`config.mk`:
```
export PLATFORM = sky130hd
export DESIGN_NAME = gray_rx_monitor_flat
export DESIGN_NICKNAME = d
export VERILOG_FILES = /design/src/rtl/gray_rx_monitor_if.sv /design/src/rtl/gray_rx_monitor.sv /design/src/flat_wrapper.sv
export SDC_FILE = /design/constraint.sdc
export NUM_CORES = 1
export LEC_CHECK = 0
export CELL_PAD_IN_SITES_DETAIL_PLACEMENT = 1
export CELL_PAD_IN_SITES_GLOBAL_PLACEMENT = 2
export CORE_UTILIZATION = 27
export DETAILED_ROUTE_END_ITERATION = 10
export GPL_TIMING_DRIVEN = 0
export PLACE_DENSITY = 0.7
export SYNTH_ARGS = -nofsm -noshare
export SYNTH_HDL_FRONTEND = slang
export SYNTH_SLANG_ARGS = --single-unit
```
`constraint.sdc`:
```
create_clock -name clk -period 3.3 [get_ports clk]
set_clock_uncertainty 0.1 [all_clocks]
set_input_delay 0.66 -clock clk [delete_from_list [all_inputs] [get_ports clk]]
set_output_delay 0.66 -clock clk [all_outputs]
set_load 0.05 [all_outputs]
```
`src/rtl/gray_rx_monitor_if.sv`:
```
// Sample/result bundle between a Gray-code count source and its monitor.
// Carries the qualified 4-bit Gray sample in and the decoded result and status pulses out.
// No backpressure: the monitor accepts every sample marked valid.
interface gray_rx_monitor_if #(
  parameter int ERR_W = 8
);
  logic [3:0]       gray_in;
  logic             valid_in;
  logic [3:0]       bin_out;
  logic             bin_valid;
  logic             up_pulse;
  logic             down_pulse;
  logic             wrap_pulse;
  logic             step_err;
  logic             locked;
  logic [ERR_W-1:0] err_count;

  // Source side: drives samples, observes results.
  modport master (
    output gray_in, valid_in,
    input  bin_out, bin_valid, up_pulse, down_pulse, wrap_pulse,
           step_err, locked, err_count
  );

  // Monitor side: consumes samples, produces results.
  modport slave (
    input  gray_in, valid_in,
    output bin_out, bin_valid, up_pulse, down_pulse, wrap_pulse,
           step_err, locked, err_count
  );
endinterface

```
`src/rtl/gray_rx_monitor.sv`:
```
// Decodes a 4-bit Gray count stream and classifies each accepted step as +1, -1 or illegal.
// Latency 1: every output is registered and reflects the sample taken at the previous edge.
// No backpressure: each valid_in=1 cycle is consumed; valid_in=0 holds state and clears pulses.
module gray_rx_monitor #(
  parameter int ERR_W = 8
) (
  input logic            clk,
  input logic            rst,
  gray_rx_monitor_if.slave bus
);

  typedef enum logic [1:0] {
    ST_INIT   = 2'd0,
    ST_LOCK   = 2'd1,
    ST_RESYNC = 2'd2
  } state_t;

  localparam logic [ERR_W-1:0] ERR_MAX = '1;

  state_t           state_q, state_d;
  logic [3:0]       ref_q, ref_d;
  logic [3:0]       bin_q, bin_d;
  logic             bin_vld_q, bin_vld_d;
  logic             up_q, up_d;
  logic             down_q, down_d;
  logic             wrap_q, wrap_d;
  logic             err_q, err_d;
  logic             locked_q, locked_d;
  logic [ERR_W-1:0] err_cnt_q, err_cnt_d;

  logic [3:0]       dec;
  logic [3:0]       delta;

  // Gray-to-binary decode of the incoming sample (prefix XOR from the MSB down).
  always_comb begin
    dec    = 4'd0;
    dec[3] = bus.gray_in[3];
    dec[2] = dec[3] ^ bus.gray_in[2];
    dec[1] = dec[2] ^ bus.gray_in[1];
    dec[0] = dec[1] ^ bus.gray_in[0];
  end

  // Next-state and output decision; the reference only matters while locked.
  always_comb begin
    state_d   = state_q;
    ref_d     = ref_q;
    bin_d     = bin_q;
    bin_vld_d = 1'b0;
    up_d      = 1'b0;
    down_d    = 1'b0;
    wrap_d    = 1'b0;
    err_d     = 1'b0;
    err_cnt_d = err_cnt_q;
    delta     = dec - ref_q;

    if (bus.valid_in) begin
      bin_d     = dec;
      bin_vld_d = 1'b1;
      case (state_q)
        ST_LOCK: begin
          if (delta == 4'd1) begin
            up_d   = 1'b1;
            wrap_d = (ref_q == 4'd15);
            ref_d  = dec;
          end else if (delta == 4'd15) begin
            down_d = 1'b1;
            wrap_d = (ref_q == 4'd0);
            ref_d  = dec;
          end else if (delta != 4'd0) begin
            // Untrusted jump: drop the lock and take the next sample as a fresh reference.
            err_d   = 1'b1;
            state_d = ST_RESYNC;
            if (err_cnt_q != ERR_MAX) begin
              err_cnt_d = err_cnt_q + 1'b1;
            end
          end
        end
        default: begin
          // INIT and RESYNC both adopt the sample as the new reference without judging it.
          ref_d   = dec;
          state_d = ST_LOCK;
        end
      endcase
    end

    locked_d = (state_d == ST_LOCK);
  end

  // State and output registers with synchronous reset taking priority over any sample.
  always_ff @(posedge clk) begin
    if (rst) begin
      state_q   <= ST_INIT;
      ref_q     <= 4'd0;
      bin_q     <= 4'd0;
      bin_vld_q <= 1'b0;
      up_q      <= 1'b0;
      down_q    <= 1'b0;
      wrap_q    <= 1'b0;
      err_q     <= 1'b0;
      locked_q  <= 1'b0;
      err_cnt_q <= '0;
    end else begin
      state_q   <= state_d;
      ref_q     <= ref_d;
      bin_q     <= bin_d;
      bin_vld_q <= bin_vld_d;
      up_q      <= up_d;
      down_q    <= down_d;
      wrap_q    <= wrap_d;
      err_q     <= err_d;
      locked_q  <= locked_d;
      err_cnt_q <= err_cnt_d;
    end
  end

  assign bus.bin_out    = bin_q;
  assign bus.bin_valid  = bin_vld_q;
  assign bus.up_pulse   = up_q;
  assign bus.down_pulse = down_q;
  assign bus.wrap_pulse = wrap_q;
  assign bus.step_err   = err_q;
  assign bus.locked     = locked_q;
  assign bus.err_count  = err_cnt_q;

endmodule

```
`src/flat_wrapper.sv`:
```
// flat-port wrapper written by rule: the top's interface ports become plain ports
module gray_rx_monitor_flat 
#(
  parameter int ERR_W = 8
)
  (clk, rst, bus_gray_in, bus_valid_in, bus_bin_out, bus_bin_valid, bus_up_pulse, bus_down_pulse, bus_wrap_pulse, bus_step_err, bus_locked, bus_err_count);
  gray_rx_monitor_if #(.ERR_W(ERR_W)) bus_i ();
  input logic clk;
  input logic rst;
  input wire logic [$bits(bus_i.gray_in)-1:0] bus_gray_in;
  input wire logic [$bits(bus_i.valid_in)-1:0] bus_valid_in;
  output wire logic [$bits(bus_i.bin_out)-1:0] bus_bin_out;
  output wire logic [$bits(bus_i.bin_valid)-1:0] bus_bin_valid;
  output wire logic [$bits(bus_i.up_pulse)-1:0] bus_up_pulse;
  output wire logic [$bits(bus_i.down_pulse)-1:0] bus_down_pulse;
  output wire logic [$bits(bus_i.wrap_pulse)-1:0] bus_wrap_pulse;
  output wire logic [$bits(bus_i.step_err)-1:0] bus_step_err;
  output wire logic [$bits(bus_i.locked)-1:0] bus_locked;
  output wire logic [$bits(bus_i.err_count)-1:0] bus_err_count;
  assign bus_i.gray_in = bus_gray_in;
  assign bus_i.valid_in = bus_valid_in;
  assign bus_bin_out = bus_i.bin_out;
  assign bus_bin_valid = bus_i.bin_valid;
  assign bus_up_pulse = bus_i.up_pulse;
  assign bus_down_pulse = bus_i.down_pulse;
  assign bus_wrap_pulse = bus_i.wrap_pulse;
  assign bus_step_err = bus_i.step_err;
  assign bus_locked = bus_i.locked;
  assign bus_err_count = bus_i.err_count;
  gray_rx_monitor #(.ERR_W(ERR_W)) u_core (.clk(clk), .rst(rst), .bus(bus_i));
endmodule
```
==> flow_summary.ini, run 1 <==
; flow metrics
[status]
outcome = finished, final reports clean

[synth]
syn_avg_cell_area_sq_um = 9.32
adder_share = 0.0596
logic_family = simple AND/OR/NAND/NOR gates
synth.net_count = 138
ff_type = dfxtp_1
synth_flops = 24
synthCells = 126

[detailed_routing]
firstDrtPassIters = 4
drc = 0
wl_met1_um = 1350

[worst_hold_path]
min_from = u_core.bus.err_count[5]

[pwr]
power.share.clock = 0.299

[critical_path]
slowest_stage = or4b_4

[placement]
dp_slack_ns = -0.995
port_buffers = 24
dpl_cell_area_sq_mm = 0.00155

[global_routing]
grt_max_degree = 15

[finish]
layout.nets = 174
antenna_cells = 0

[cts]
cts_tree = built

[final_timing]
fin_ws_ns = 0.0755
-- run 1: cell usage after synthesis (2+ instances only) --
cell type,n
a211oi_1,2
a21oi_1,5
clkbuf_1,2
dfxtp_1,24
ha_1,4
inv_1,7
mux2i_1,7
nand2_1,3
nand2b_1,2
nand3_1,4
nand4_1,2
nor2_1,20
nor2b_1,2
nor3_1,4
o21ai_0,3
o31ai_1,2
or3_1,3
or4_1,3
xor2_1,5
-- run 1: sequential cells by signal (all words and copies together), names as in the netlist, 2 cells and up --
| signal | count |
|---|---|
| u_core.bus.bin_out | 4 |
| u_core.bus.err_count | 8 |
| u_core.ref_q | 4 |
| u_core.state_q | 2 |
-- run 1: worst max-delay path: cells and delay by family --
family	cells	cell delay (ns)
AND/OR/NAND/NOR	4	0.81
adder cells (fa/ha/maj)	2	0.70
XOR/XNOR	3	0.59
multiplexers	1	0.28
buffers and inverters	2	0.24
-- run 1: power by group through the flow --
stage	Clock (mW)	Sequential [mW]	Combinational, mW
3_3_place_gp	0	0.331	0.251
2_1_floorplan	0	0.362	0.160
4_1_cts	0.271	0.325	0.276
3_5_place_dp	0	0.332	0.257
5_1_grt	0.287	0.329	0.317
6_report	0.263	0.325	0.292
-- run 1: area by class of cell --
cell class              instances  area share
multi-input cells              91       0.432
flip-flops and latches         24       0.283
repair buffers                 31       0.177
well taps                      50      0.0368
clock buffers                   3      0.0243
clock inverters                 1      0.0177
inverters                       7      0.0155
plain buffers                   4      0.0133
-- run 1: cells in the final DEF (no fill, tap or decap), types with 4 or more instances in the layout --
cell type,n
nor2_1,18
clkdlybuf4s50_1,21
buf_4,6
nand3_1,4
mux2i_1,6
inv_1,7
a21oi_1,5
nor3_1,4
dfxtp_1,24
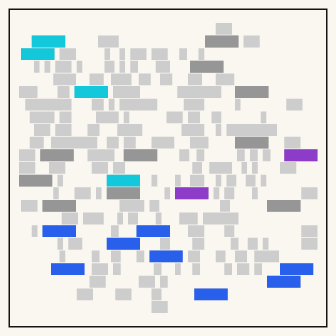
Figure 1: run 1, register map, names as in the netlist.
Other sequential cells in the stronger gray, the rest of the logic in the fainter gray.
legend:
  u_core.bus.err_count:
    color: blue
    sequential_cells: 8
  u_core.state_q:
    color: purple
    sequential_cells: 2
  u_core.ref_q:
    color: cyan
    sequential_cells: 4
    where: upper left
not colored: 10
flop share of the area: 0.283
Reg area: 480 sq um
P_seq: 0.325 mW
final core occ: 0.416

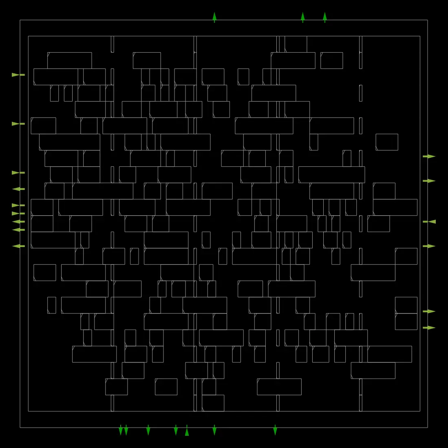
Figure 2: run 1, cell outlines without signal wires.
FP Rows: 23
tap cells: 50
Fillers: 469
Flops: 24
core area: 0.00409 sq mm

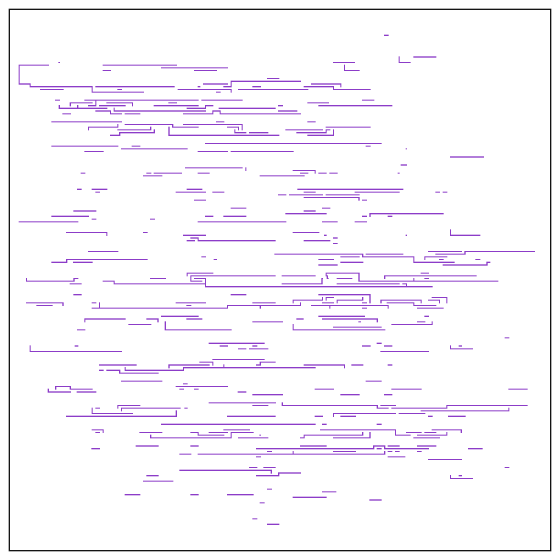
Figure 3: run 1, M1 wires.
longest straight run: 28.5 um
share of all routed wire: 47%
nets with wire on the layer: 152
main direction: horizontal
wire length on this layer: 1,350 um
met1 GRT Util: 0.166
vias post-DR: 1,032
Routed WL: 2880 um

--- run 2 (diff from run 1) ---
Settings changed: PLACE_DENSITY 0.7 to not set, PLACE_DENSITY_LB_ADDON set to 0.2.
==> flow_summary.ini, run 2 <==
; flow metrics
[status]
outcome = finished, final reports clean

[placement]
dpl_cell_area_sq_mm = 0.00155
dp_cells = 200
port_buffers = 24
dp_slack_ns = -1.00

[synth]
synth.net_count = 138
synthCells = 126
synth_flops = 24
syn-cell-area_sq_mm = 0.00117
syn_avg_cell_area_sq_um = 9.32
ff_type = dfxtp_1
synthTopCellsByCount = dfxtp_1 (24), nor2_1 (20), inv_1 (7), mux2i_1 (7)
yosysMostFrequentCell = dfxtp_1

[global_routing]
grt_max_degree = 15

[finish]
n_fill_cell = 469
finalNonFillerCells = 210
antenna_cells = 0
final_cell_mix = dfxtp_1 (24), clkdlybuf4s50_1 (21), nor2_1 (18)
largest_register_ffs = 8
layout_top_cell = dfxtp_1

[cts]
cts_tree = built

[critical_path]
cp_max_fo = 5
r2r_slack_ns = 0.70

[floorplanning]
rows = 23
core_sq_mm = 0.00409
die_y_um = 68.0

[detailed_routing]
wl_met1_um = 1430
firstDrtPassIters = 4
drc = 0
routed_via_density = 4.91
num_vias = 1032

[final_timing]
fin_ws_ns = 0.0942
fin_crit_ns = 3.21
worstMarginPinSlew_ns = 0.560

[worst_hold_path]
min_from = u_core.bus.err_count[5]
-- run 2: cell counts after synthesis --
Identical to the previous run, type by type.
-- run 2: power breakdown --
group / internal, mW / switching [mW] / leakage, nW
sequential: 0.309 / 0.0166 / 0.196
combinational: 0.120 / 0.165 / 0.408
clock: 0.162 / 0.0983 / 0.0357
total: 0.591 / 0.280 / 0.640
-- run 2: what timing repair did --
item / 4_1_cts / 5_1_grt
hold endpoints to repair: 0 / 0
cloned: 0 / 1
gates resized: 13 / 7
hold buffers: 0 / 0
endpoints found under the setup margin: 17 / 7
buffers inserted: 4 / 1
pin swaps: 7 / 6
-- run 2: cell families (layout without fill, tap and decap cells) --
group / count (synthesis) / after routing / synth area share
XOR/XNOR: 6 / 6 / 0.0447
AND-OR/OR-AND: 19 / 19 / 0.126
buffers and inverters: 11 / 45 / 0.0415
flip-flops: 24 / 24 / 0.409
adder cells (fa/ha/maj): 5 / 5 / 0.0596
multiplexers: 8 / 8 / 0.0724
AND/OR/NAND/NOR: 53 / 53 / 0.247
-- run 2: critical path, cell delays in order --
cell and delay [ns]:
buf_8 0.10, xor2_4 0.19, xor2_4 0.20, xnor2_2 0.19, ha_2 0.22, fa_2 0.48, or4_4 0.55, o311ai_4 0.24
buf_6 0.17, mux2i_1 0.20, nor2_1 0.05
-- run 2: layout make-up --
| class | instances | area [sq um] | share of cell area |
|---|---|---|---|
| repair buffers | 30 | 292 | 0.173 |
| clock inverters | 1 | 30.0 | 0.0178 |
| clock buffers | 3 | 41.3 | 0.0245 |
| flip-flops and latches | 24 | 480 | 0.285 |
| plain buffers | 4 | 22.5 | 0.0134 |
| well taps | 50 | 62.6 | 0.0371 |
| inverters | 7 | 26.3 | 0.0156 |
| multi-input cells | 91 | 731 | 0.434 |
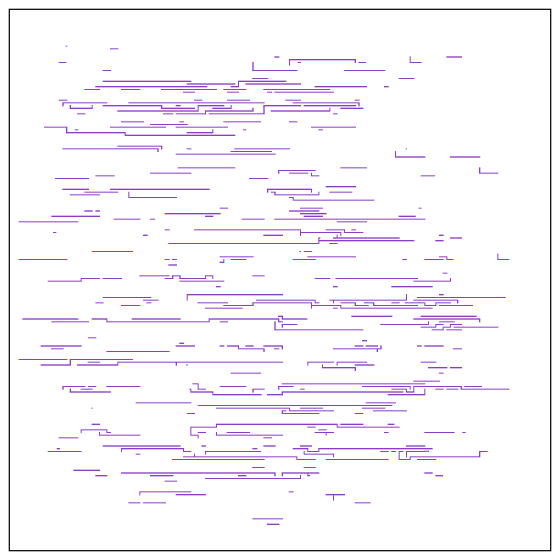
Figure 4: run 2, M1 wires.
wire length on this layer: 1,430 um
longest straight run: 24.4 um
met1 GRT Util: 0.198
Routed WL: 2980 um

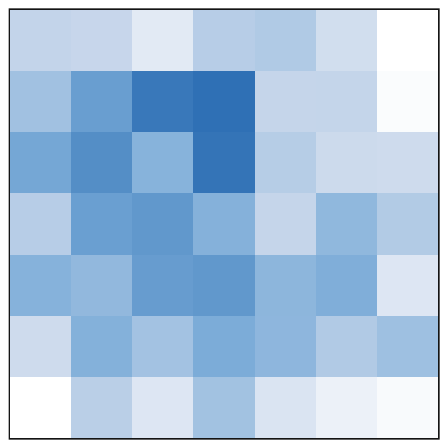
Figure 5: run 2, cell density map.
The die is cut into 7 by 7 equal tiles; white is low, dark blue is high, 0 to 100% covered.
nearly empty tiles: 4.1%
mean over tiles: 35%
fullest tile: 74%
emptiest ninth of the die: upper right
FP Core Util: 0.288
final core occ: 0.412

Power figures rest on the tool's default switching activity, not on a simulated workload.
